[src/rtl/rocketcpu_bus_pkg.sv]
// Shared definitions for the RocketCPU Wishbone decoder.
//   - wb_state_e          : decoder FSM state encoding (2 bits)
//   - WB_ERR_DATA_DEFAULT : read data returned on error-terminated accesses
//   - SOC_*               : SoC memory map (base/mask per peripheral) and the
//                           packed 8-slave tables used by the SoC top-level
package rocketcpu_bus_pkg;

    typedef enum logic [1:0] {
        ST_IDLE   = 2'd0,
        ST_ACTIVE = 2'd1,
        ST_RESP   = 2'd2
    } wb_state_e;

    localparam logic [31:0] WB_ERR_DATA_DEFAULT = 32'hDEAD_BEEF;

    // SoC memory map: a slave matches when (adr & MASK) == BASE.
    localparam logic [31:0] SOC_RAM_BASE   = 32'h0000_0000;
    localparam logic [31:0] SOC_RAM_MASK   = 32'hFFFF_8000;  // 32 KiB
    localparam logic [31:0] SOC_FLASH_BASE = 32'h4000_0000;
    localparam logic [31:0] SOC_FLASH_MASK = 32'hFF00_0000;  // 16 MiB window
    localparam logic [31:0] SOC_SPI_BASE   = 32'h4100_0000;
    localparam logic [31:0] SOC_SPI_MASK   = 32'hFFFF_FF00;
    localparam logic [31:0] SOC_UART_BASE  = 32'h4200_0000;
    localparam logic [31:0] SOC_UART_MASK  = 32'hFFFF_FFF0;
    localparam logic [31:0] SOC_GPIO_BASE  = 32'h4300_0000;
    localparam logic [31:0] SOC_GPIO_MASK  = 32'hFFFF_FFF0;
    localparam logic [31:0] SOC_TIMER_BASE = 32'h4400_0000;
    localparam logic [31:0] SOC_TIMER_MASK = 32'hFFFF_FFE0;
    localparam logic [31:0] SOC_IRQ_BASE   = 32'h4500_0000;
    localparam logic [31:0] SOC_IRQ_MASK   = 32'hFFFF_FFF0;
    localparam logic [31:0] SOC_AUDIO_BASE = 32'h4600_0000;
    localparam logic [31:0] SOC_AUDIO_MASK = 32'hFFFF_FF00;

    localparam int unsigned SOC_NUM_SLAVES = 8;

    // Slot 0 is the rightmost 32-bit field.
    localparam logic [SOC_NUM_SLAVES*32-1:0] SOC_SLAVE_BASE = {
        SOC_AUDIO_BASE, SOC_IRQ_BASE, SOC_TIMER_BASE, SOC_GPIO_BASE,
        SOC_UART_BASE, SOC_SPI_BASE, SOC_FLASH_BASE, SOC_RAM_BASE
    };
    localparam logic [SOC_NUM_SLAVES*32-1:0] SOC_SLAVE_MASK = {
        SOC_AUDIO_MASK, SOC_IRQ_MASK, SOC_TIMER_MASK, SOC_GPIO_MASK,
        SOC_UART_MASK, SOC_SPI_MASK, SOC_FLASH_MASK, SOC_RAM_MASK
    };

endpackage

[src/rtl/rocketcpu_wb_decoder_if.sv]
// Master-side Wishbone bus between the arbiter and the decoder.
//   adr/dat/sel/we/cyc : request from the master
//   rdt/ack/err        : response to the master (err only valid with ack)
// Modports: master (arbiter side), slave (decoder side).
interface rocketcpu_wb_decoder_if;

    logic [31:0] adr;
    logic [31:0] dat;
    logic [3:0]  sel;
    logic        we;
    logic        cyc;
    logic [31:0] rdt;
    logic        ack;
    logic        err;

    modport master (
        output adr, dat, sel, we, cyc,
        input  rdt, ack, err
    );

    modport slave (
        input  adr, dat, sel, we, cyc,
        output rdt, ack, err
    );

endinterface

[src/rtl/rocketcpu_wb_addr_match.sv]
// Combinational base/mask address decoder.
//   i_adr   : address to decode
//   o_match : one-hot-or-more vector, bit i set when (i_adr & MASK[i]) == BASE[i]
//   o_idx   : index of the lowest matching slot (0 when none)
//   o_hit   : at least one slot matched
module rocketcpu_wb_addr_match #(
    parameter int unsigned                NUM_SLAVES = 8,
    parameter logic [NUM_SLAVES*32-1:0]   SLAVE_BASE = '0,
    parameter logic [NUM_SLAVES*32-1:0]   SLAVE_MASK = '0,
    localparam int unsigned               IDX_W      = (NUM_SLAVES > 1) ? $clog2(NUM_SLAVES) : 1
) (
    input  logic [31:0]           i_adr,
    output logic [NUM_SLAVES-1:0] o_match,
    output logic [IDX_W-1:0]      o_idx,
    output logic                  o_hit
);

    always_comb begin
        o_match = '0;
        o_idx   = '0;
        o_hit   = 1'b0;
        for (int unsigned i = 0; i < NUM_SLAVES; i++) begin
            o_match[i] = ((i_adr & SLAVE_MASK[32*i +: 32]) == SLAVE_BASE[32*i +: 32]);
            // Ascending scan: first hit fixes the index, so the lowest slot wins.
            if (o_match[i] && !o_hit) begin
                o_hit = 1'b1;
                o_idx = IDX_W'(i);
            end
        end
    end

endmodule

[src/rtl/rocketcpu_wb_decoder.sv]
// Wishbone slave-select and response block between the arbiter and N slaves.
//   i_wb_clk, i_wb_rst_n : clock, asynchronous active-low reset
//   wb                   : master bus (request in, registered rdt/ack/err out)
//   o_s_cyc              : one-hot slave cycle, only while an access is ACTIVE
//   o_s_adr/dat/sel/we   : request broadcast to all slaves
//   i_s_rdt, i_s_ack     : packed slave read data (slot i at [32*i+:32]) / acks
//   o_err_flag/o_err_adr : sticky error status and first error address
//   i_err_clr            : synchronous clear of the error status
// Unmapped accesses and slaves that never ack are terminated with ack+err so
// the master can never stall.
module rocketcpu_wb_decoder
    import rocketcpu_bus_pkg::*;
#(
    parameter int unsigned              NUM_SLAVES     = 8,
    parameter logic [NUM_SLAVES*32-1:0] SLAVE_BASE     = {NUM_SLAVES{32'h0}},
    parameter logic [NUM_SLAVES*32-1:0] SLAVE_MASK     = {NUM_SLAVES{32'h0}},
    parameter int unsigned              TIMEOUT_CYCLES = 255,
    parameter logic [31:0]              ERR_DATA       = WB_ERR_DATA_DEFAULT
) (
    input  logic                       i_wb_clk,
    input  logic                       i_wb_rst_n,
    rocketcpu_wb_decoder_if.slave      wb,
    output logic [NUM_SLAVES-1:0]      o_s_cyc,
    output logic [31:0]                o_s_adr,
    output logic [31:0]                o_s_dat,
    output logic [3:0]                 o_s_sel,
    output logic                       o_s_we,
    input  logic [NUM_SLAVES*32-1:0]   i_s_rdt,
    input  logic [NUM_SLAVES-1:0]      i_s_ack,
    output logic                       o_err_flag,
    output logic [31:0]                o_err_adr,
    input  logic                       i_err_clr
);

    localparam int unsigned IDX_W   = (NUM_SLAVES > 1) ? $clog2(NUM_SLAVES) : 1;
    localparam int unsigned CNT_RAW = $clog2(TIMEOUT_CYCLES + 1);
    localparam int unsigned CNT_W   = (CNT_RAW < 8) ? 8 : ((CNT_RAW > 32) ? 32 : CNT_RAW);
    localparam bit          TO_EN   = (TIMEOUT_CYCLES != 0);
    localparam logic [CNT_W-1:0] CNT_LAST = TO_EN ? CNT_W'(TIMEOUT_CYCLES - 1) : '0;

    wb_state_e        state_q,    state_d;
    logic [IDX_W-1:0] sel_q,      sel_d;
    logic [CNT_W-1:0] cnt_q,      cnt_d;
    logic [31:0]      rdt_q,      rdt_d;
    logic             ack_q,      ack_d;
    logic             err_q,      err_d;
    logic             err_flag_q, err_flag_d;
    logic [31:0]      err_adr_q,  err_adr_d;

    logic [NUM_SLAVES-1:0] match;
    logic [IDX_W-1:0]      match_idx;
    logic                  match_hit;
    logic [31:0]           sel_rdt;
    logic                  sel_ack;
    logic                  err_event;

    rocketcpu_wb_addr_match #(
        .NUM_SLAVES (NUM_SLAVES),
        .SLAVE_BASE (SLAVE_BASE),
        .SLAVE_MASK (SLAVE_MASK)
    ) u_addr_match (
        .i_adr   (wb.adr),
        .o_match (match),
        .o_idx   (match_idx),
        .o_hit   (match_hit)
    );

    // Mux out the latched slave; acks from other slots never reach the FSM.
    // o_s_cyc also follows wb.cyc so an aborted access is not extended to
    // the slave for the cycle before the FSM returns to IDLE.
    always_comb begin
        sel_rdt = '0;
        sel_ack = 1'b0;
        o_s_cyc = '0;
        for (int unsigned i = 0; i < NUM_SLAVES; i++) begin
            if (IDX_W'(i) == sel_q) begin
                sel_rdt    = i_s_rdt[32*i +: 32];
                sel_ack    = i_s_ack[i];
                o_s_cyc[i] = (state_q == ST_ACTIVE) && wb.cyc;
            end
        end
    end

    always_comb begin
        state_d    = state_q;
        sel_d      = sel_q;
        cnt_d      = cnt_q;
        rdt_d      = rdt_q;
        ack_d      = 1'b0;
        err_d      = 1'b0;
        err_flag_d = err_flag_q;
        err_adr_d  = err_adr_q;
        err_event  = 1'b0;

        if (i_err_clr) begin
            err_flag_d = 1'b0;
            err_adr_d  = '0;
        end

        case (state_q)
            ST_IDLE: begin
                if (wb.cyc) begin
                    if (match_hit) begin
                        state_d = ST_ACTIVE;
                        sel_d   = match_idx;
                        cnt_d   = '0;
                    end else begin
                        state_d   = ST_RESP;
                        err_event = 1'b1;
                    end
                end
            end
            ST_ACTIVE: begin
                if (!wb.cyc) begin
                    state_d = ST_IDLE;
                end else if (sel_ack) begin
                    // Checked before the timeout so a last-cycle ack wins.
                    state_d = ST_RESP;
                    ack_d   = 1'b1;
                    rdt_d   = sel_rdt;
                end else if (TO_EN && (cnt_q == CNT_LAST)) begin
                    state_d   = ST_RESP;
                    err_event = 1'b1;
                end else if (cnt_q != '1) begin
                    cnt_d = cnt_q + CNT_W'(1);
                end
            end
            ST_RESP: begin
                state_d = ST_IDLE;
            end
            default: begin
                state_d = ST_IDLE;
            end
        endcase

        // A new error overrides a coincident clear.
        if (err_event) begin
            ack_d = 1'b1;
            err_d = 1'b1;
            rdt_d = ERR_DATA;
            if (!err_flag_q || i_err_clr) begin
                err_flag_d = 1'b1;
                err_adr_d  = wb.adr;
            end
        end
    end

    always_ff @(posedge i_wb_clk or negedge i_wb_rst_n) begin
        if (!i_wb_rst_n) begin
            state_q    <= ST_IDLE;
            sel_q      <= '0;
            cnt_q      <= '0;
            rdt_q      <= '0;
            ack_q      <= 1'b0;
            err_q      <= 1'b0;
            err_flag_q <= 1'b0;
            err_adr_q  <= '0;
        end else begin
            state_q    <= state_d;
            sel_q      <= sel_d;
            cnt_q      <= cnt_d;
            rdt_q      <= rdt_d;
            ack_q      <= ack_d;
            err_q      <= err_d;
            err_flag_q <= err_flag_d;
            err_adr_q  <= err_adr_d;
        end
    end

    assign wb.rdt     = rdt_q;
    assign wb.ack     = ack_q;
    assign wb.err     = err_q;
    assign o_s_adr    = wb.adr;
    assign o_s_dat    = wb.dat;
    assign o_s_sel    = wb.sel;
    assign o_s_we     = wb.we;
    assign o_err_flag = err_flag_q;
    assign o_err_adr  = err_adr_q;

endmodule

[src/flat_wrapper.sv]
// flat-port wrapper written by rule: the top's interface ports become plain ports
module rocketcpu_wb_decoder_flat import rocketcpu_bus_pkg::*;
#(
    parameter int unsigned              NUM_SLAVES     = 8,
    parameter logic [NUM_SLAVES*32-1:0] SLAVE_BASE     = {NUM_SLAVES{32'h0}},
    parameter logic [NUM_SLAVES*32-1:0] SLAVE_MASK     = {NUM_SLAVES{32'h0}},
    parameter int unsigned              TIMEOUT_CYCLES = 255,
    parameter logic [31:0]              ERR_DATA       = WB_ERR_DATA_DEFAULT
)
  (i_wb_clk, i_wb_rst_n, o_s_cyc, o_s_adr, o_s_dat, o_s_sel, o_s_we, i_s_rdt, i_s_ack, o_err_flag, o_err_adr, i_err_clr, wb_adr, wb_dat, wb_sel, wb_we, wb_cyc, wb_rdt, wb_ack, wb_err);
  rocketcpu_wb_decoder_if wb_i ();
  input  logic i_wb_clk;
  input  logic i_wb_rst_n;
  output logic [NUM_SLAVES-1:0] o_s_cyc;
  output logic [31:0] o_s_adr;
  output logic [31:0] o_s_dat;
  output logic [3:0] o_s_sel;
  output logic o_s_we;
  input  logic [NUM_SLAVES*32-1:0] i_s_rdt;
  input  logic [NUM_SLAVES-1:0] i_s_ack;
  output logic o_err_flag;
  output logic [31:0] o_err_adr;
  input  logic i_err_clr;
  input wire logic [$bits(wb_i.adr)-1:0] wb_adr;
  input wire logic [$bits(wb_i.dat)-1:0] wb_dat;
  input wire logic [$bits(wb_i.sel)-1:0] wb_sel;
  input wire logic [$bits(wb_i.we)-1:0] wb_we;
  input wire logic [$bits(wb_i.cyc)-1:0] wb_cyc;
  output wire logic [$bits(wb_i.rdt)-1:0] wb_rdt;
  output wire logic [$bits(wb_i.ack)-1:0] wb_ack;
  output wire logic [$bits(wb_i.err)-1:0] wb_err;
  assign wb_i.adr = wb_adr;
  assign wb_i.dat = wb_dat;
  assign wb_i.sel = wb_sel;
  assign wb_i.we = wb_we;
  assign wb_i.cyc = wb_cyc;
  assign wb_rdt = wb_i.rdt;
  assign wb_ack = wb_i.ack;
  assign wb_err = wb_i.err;
  rocketcpu_wb_decoder #(.NUM_SLAVES(NUM_SLAVES), .SLAVE_BASE(SLAVE_BASE), .SLAVE_MASK(SLAVE_MASK), .TIMEOUT_CYCLES(TIMEOUT_CYCLES), .ERR_DATA(ERR_DATA)) u_core (.i_wb_clk(i_wb_clk), .i_wb_rst_n(i_wb_rst_n), .wb(wb_i), .o_s_cyc(o_s_cyc), .o_s_adr(o_s_adr), .o_s_dat(o_s_dat), .o_s_sel(o_s_sel), .o_s_we(o_s_we), .i_s_rdt(i_s_rdt), .i_s_ack(i_s_ack), .o_err_flag(o_err_flag), .o_err_adr(o_err_adr), .i_err_clr(i_err_clr));
endmodule
[config.mk]
export PLATFORM = sky130hd
export DESIGN_NAME = rocketcpu_wb_decoder_flat
export DESIGN_NICKNAME = d
export VERILOG_FILES = /design/src/rtl/rocketcpu_bus_pkg.sv /design/src/rtl/rocketcpu_wb_decoder_if.sv /design/src/rtl/rocketcpu_wb_addr_match.sv /design/src/rtl/rocketcpu_wb_decoder.sv /design/src/flat_wrapper.sv
export SDC_FILE = /design/constraint.sdc
export NUM_CORES = 1
export LEC_CHECK = 0
export CORE_AREA = 4 4 183 185
export DETAILED_ROUTE_END_ITERATION = 8
export DIE_AREA = 0 0 187 189
export GPL_TIMING_DRIVEN = 1
export PLACE_DENSITY = 0.54
export SLEW_MARGIN = 20
export SYNTH_ARGS = -nofsm -noshare
export SYNTH_HDL_FRONTEND = slang
export SYNTH_SLANG_ARGS = --single-unit
export TNS_END_PERCENT = 50
[constraint.sdc]
create_clock -name i_wb_clk -period 2.3 [get_ports i_wb_clk]
set_input_delay 0.46 -clock i_wb_clk [delete_from_list [all_inputs] [get_ports i_wb_clk]]
set_output_delay 0.46 -clock i_wb_clk [all_outputs]
set_load 0.005 [all_outputs]
I/O pins on the die edge:
Scale: 2 px per um. Pins as bars across the die edge, other pins in grey.
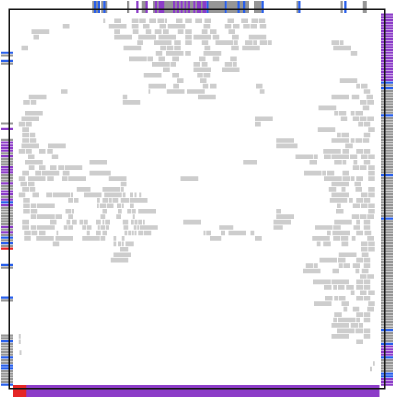
o_s_dat -> blue  # pins 32, direction output, edge 12 left, 10 top, 10 right
i_s_rdt -> purple  # pins 256, direction input, edge 192 bottom, 32 right, 16 top, 16 left
i_s_ack -> red  # pins 8, direction input, edge 7 bottom, 1 left
number of port buffers: 168
horizontal die dimension: 187 um
vertical die dimension: 189 um

Nets reached from selected ports:
Scale: 1.5 px per um.
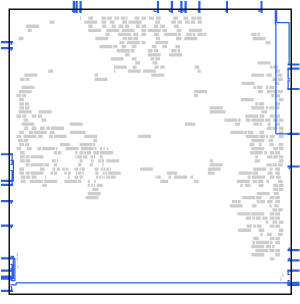
o_s_dat -> blue  # bits 32, direction output, end cells 0, wire 484 um

Cell outlines without signal wires:
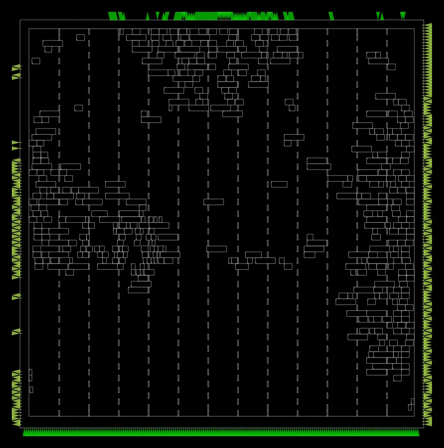
layout sequential cell count: 77
cell row count: 66
Floorplan Core Area: 0.0320 mm2

-- Yosys cell counts (2+ instances only) --
library cell,count,area share (%)
a21oi_1,8,1.1
mux2_2,31,9.2
buf_6,3,0.89
nor3b_1,2,0.39
o22a_1,24,5.5
clkbuf_1,6,0.59
ha_1,2,0.66
nand2_1,8,0.79
dfrtp_1,77,51
and3_1,2,0.33
nor2b_1,35,5.8
nor2_1,4,0.39
nand4_1,2,0.33
inv_1,3,0.30
nor3_1,2,0.26
a31oi_1,2,0.33
buf_4,76,15
a22o_1,8,1.8
buf_2,2,0.26
o41ai_1,2,0.46
o21ai_0,5,0.66
-- sequential cells by signal, indices dropped and copies added (netlist names) --
signal and cells:
u_core.wb.ack 1, u_core.cnt_q 8, u_core.o_err_adr 32, u_core.o_err_flag 1, u_core.wb.err 1, u_core.state_q 2, u_core.wb.rdt 32
-- routing by layer --
layer	GRT usage, %	vias to the layer above	share of wire [%]
met5	0	-	0
met4	2.30	0	2.4
met3	4.00	39	15
met2	8.76	155	41
met1	7.12	1258	42
li1	-	1275	-
-- critical path: cells and delay by family --
| kind | cells | cell delay, ns |
|---|---|---|
| buf+inv | 3 | 1.12 |
| simple gates | 1 | 0.13 |
-- report_power, final --
part,switching (mW),internal (mW)
clock network,0.602,0.983
logic,0.231,0.493
registers,0.0741,1.49
total,0.907,2.96
-- worst paths after layout --
check | slack, ns | from | to | cells after the start
max in group asynchronous | 1.60 | i_wb_rst_n | u_core.wb.rdt[14] | 2
worst min-delay path | 0.09 | i_wb_rst_n | u_core.o_err_adr[11] | 1
worst min register to register | 0.50 | u_core.state_q[0] | u_core.state_q[0] | 1
worst max-delay path | 0.13 | wb_cyc | o_s_cyc[0] | 4
worst max register to register | 0.24 | u_core.cnt_q[0] | u_core.o_err_adr[18] | 7
min in group i_wb_clk | 0.50 | u_core.state_q[0] | u_core.state_q[0] | 1
-- stage by stage --
step	instances	power (mW)	hold WS (ns)	worst slack [ns]
CTS	849	3.97	0.0892	0.0734
floorplan	330	1.87	0.164	0.359
finish	851	3.87	0.0866	0.135
detailed placement	833	2.32	0.465	-0.0973
global route	851	4.08	0.113	0.0465
global placement	833	2.32	0.465	-0.0640
-- logic make-up (layout without fill, tap and decap cells) --
family | count (synthesis) | count (layout) | share of synthesized area (%)
AND/OR/NAND/NOR | 66 | 66 | 10.9
adder cells (fa/ha/maj) | 2 | 2 | 0.658
multiplexers | 32 | 32 | 9.48
flip-flops | 77 | 77 | 50.7
other | 1 | 7 | 0.0987
AND-OR/OR-AND | 54 | 54 | 10.9
buffers and inverters | 92 | 205 | 17.3
-- area by class of cell --
| cell class | count | area [um2] |
|---|---|---|
| Multi-Input combinational cell | 161 | 1240 |
| Sequential cell | 77 | 1930 |
| Clock buffer | 11 | 243 |
| Fill cell | 3528 | 26200 |
| Clock inverter | 5 | 83.8 |
| Timing Repair Buffer | 185 | 1840 |
| Tap cell | 408 | 510 |
| Inverter | 4 | 15.0 |
==> run notes <==
Implementation results. Timing-limited maximum frequency landed at 462 MHz. Clock tree synthesis selected as its root buffer the cell clkbuf_16. On the worst setup and hold paths after CTS, the clock-pin slew comes to 0.06 ns. STA classifies the critical path endpoint as an output port. Instance area after placement landed at 0.00552 mm2. At the pin with the least slew margin, the transition time is 0.851 ns. After synthesis, the netlist uses 41 different library cells.

Per the repair_timing log after CTS, setup buffers inserted total 0. Wire length of the first global-routing pass landed at 16500 um. Starting DRC count in detailed routing landed at 98. Sum of negative setup slack landed at 0 ns. The iteration count recorded for the first detailed-route pass is 4.

Number of clock sinks landed at 77. Per the GRT congestion report, total overflow comes to 0. Total of flip-flops plus latches after synthesis landed at 77.

Per the detail_route report, the via count comes to 2727. Clock latency reported for the late side of the worst-skew pair landed at 0.34 ns. At the worst endpoint, the arrival time is 1.71 ns.

In this run the count of I/O pins placed on the die edge is 481. Hold repair after CTS inserted 0 buffers. Share of async-settable or async-resettable flops after synthesis landed at 100%.

The flow ran to the end, and the final reports show no timing, DRC or antenna violations. For this block, the routed nets add up to 11000 um of wire. Max-cap violations in this run came to 0.
No activity file was given, so power comes from the tool's default toggle rates.
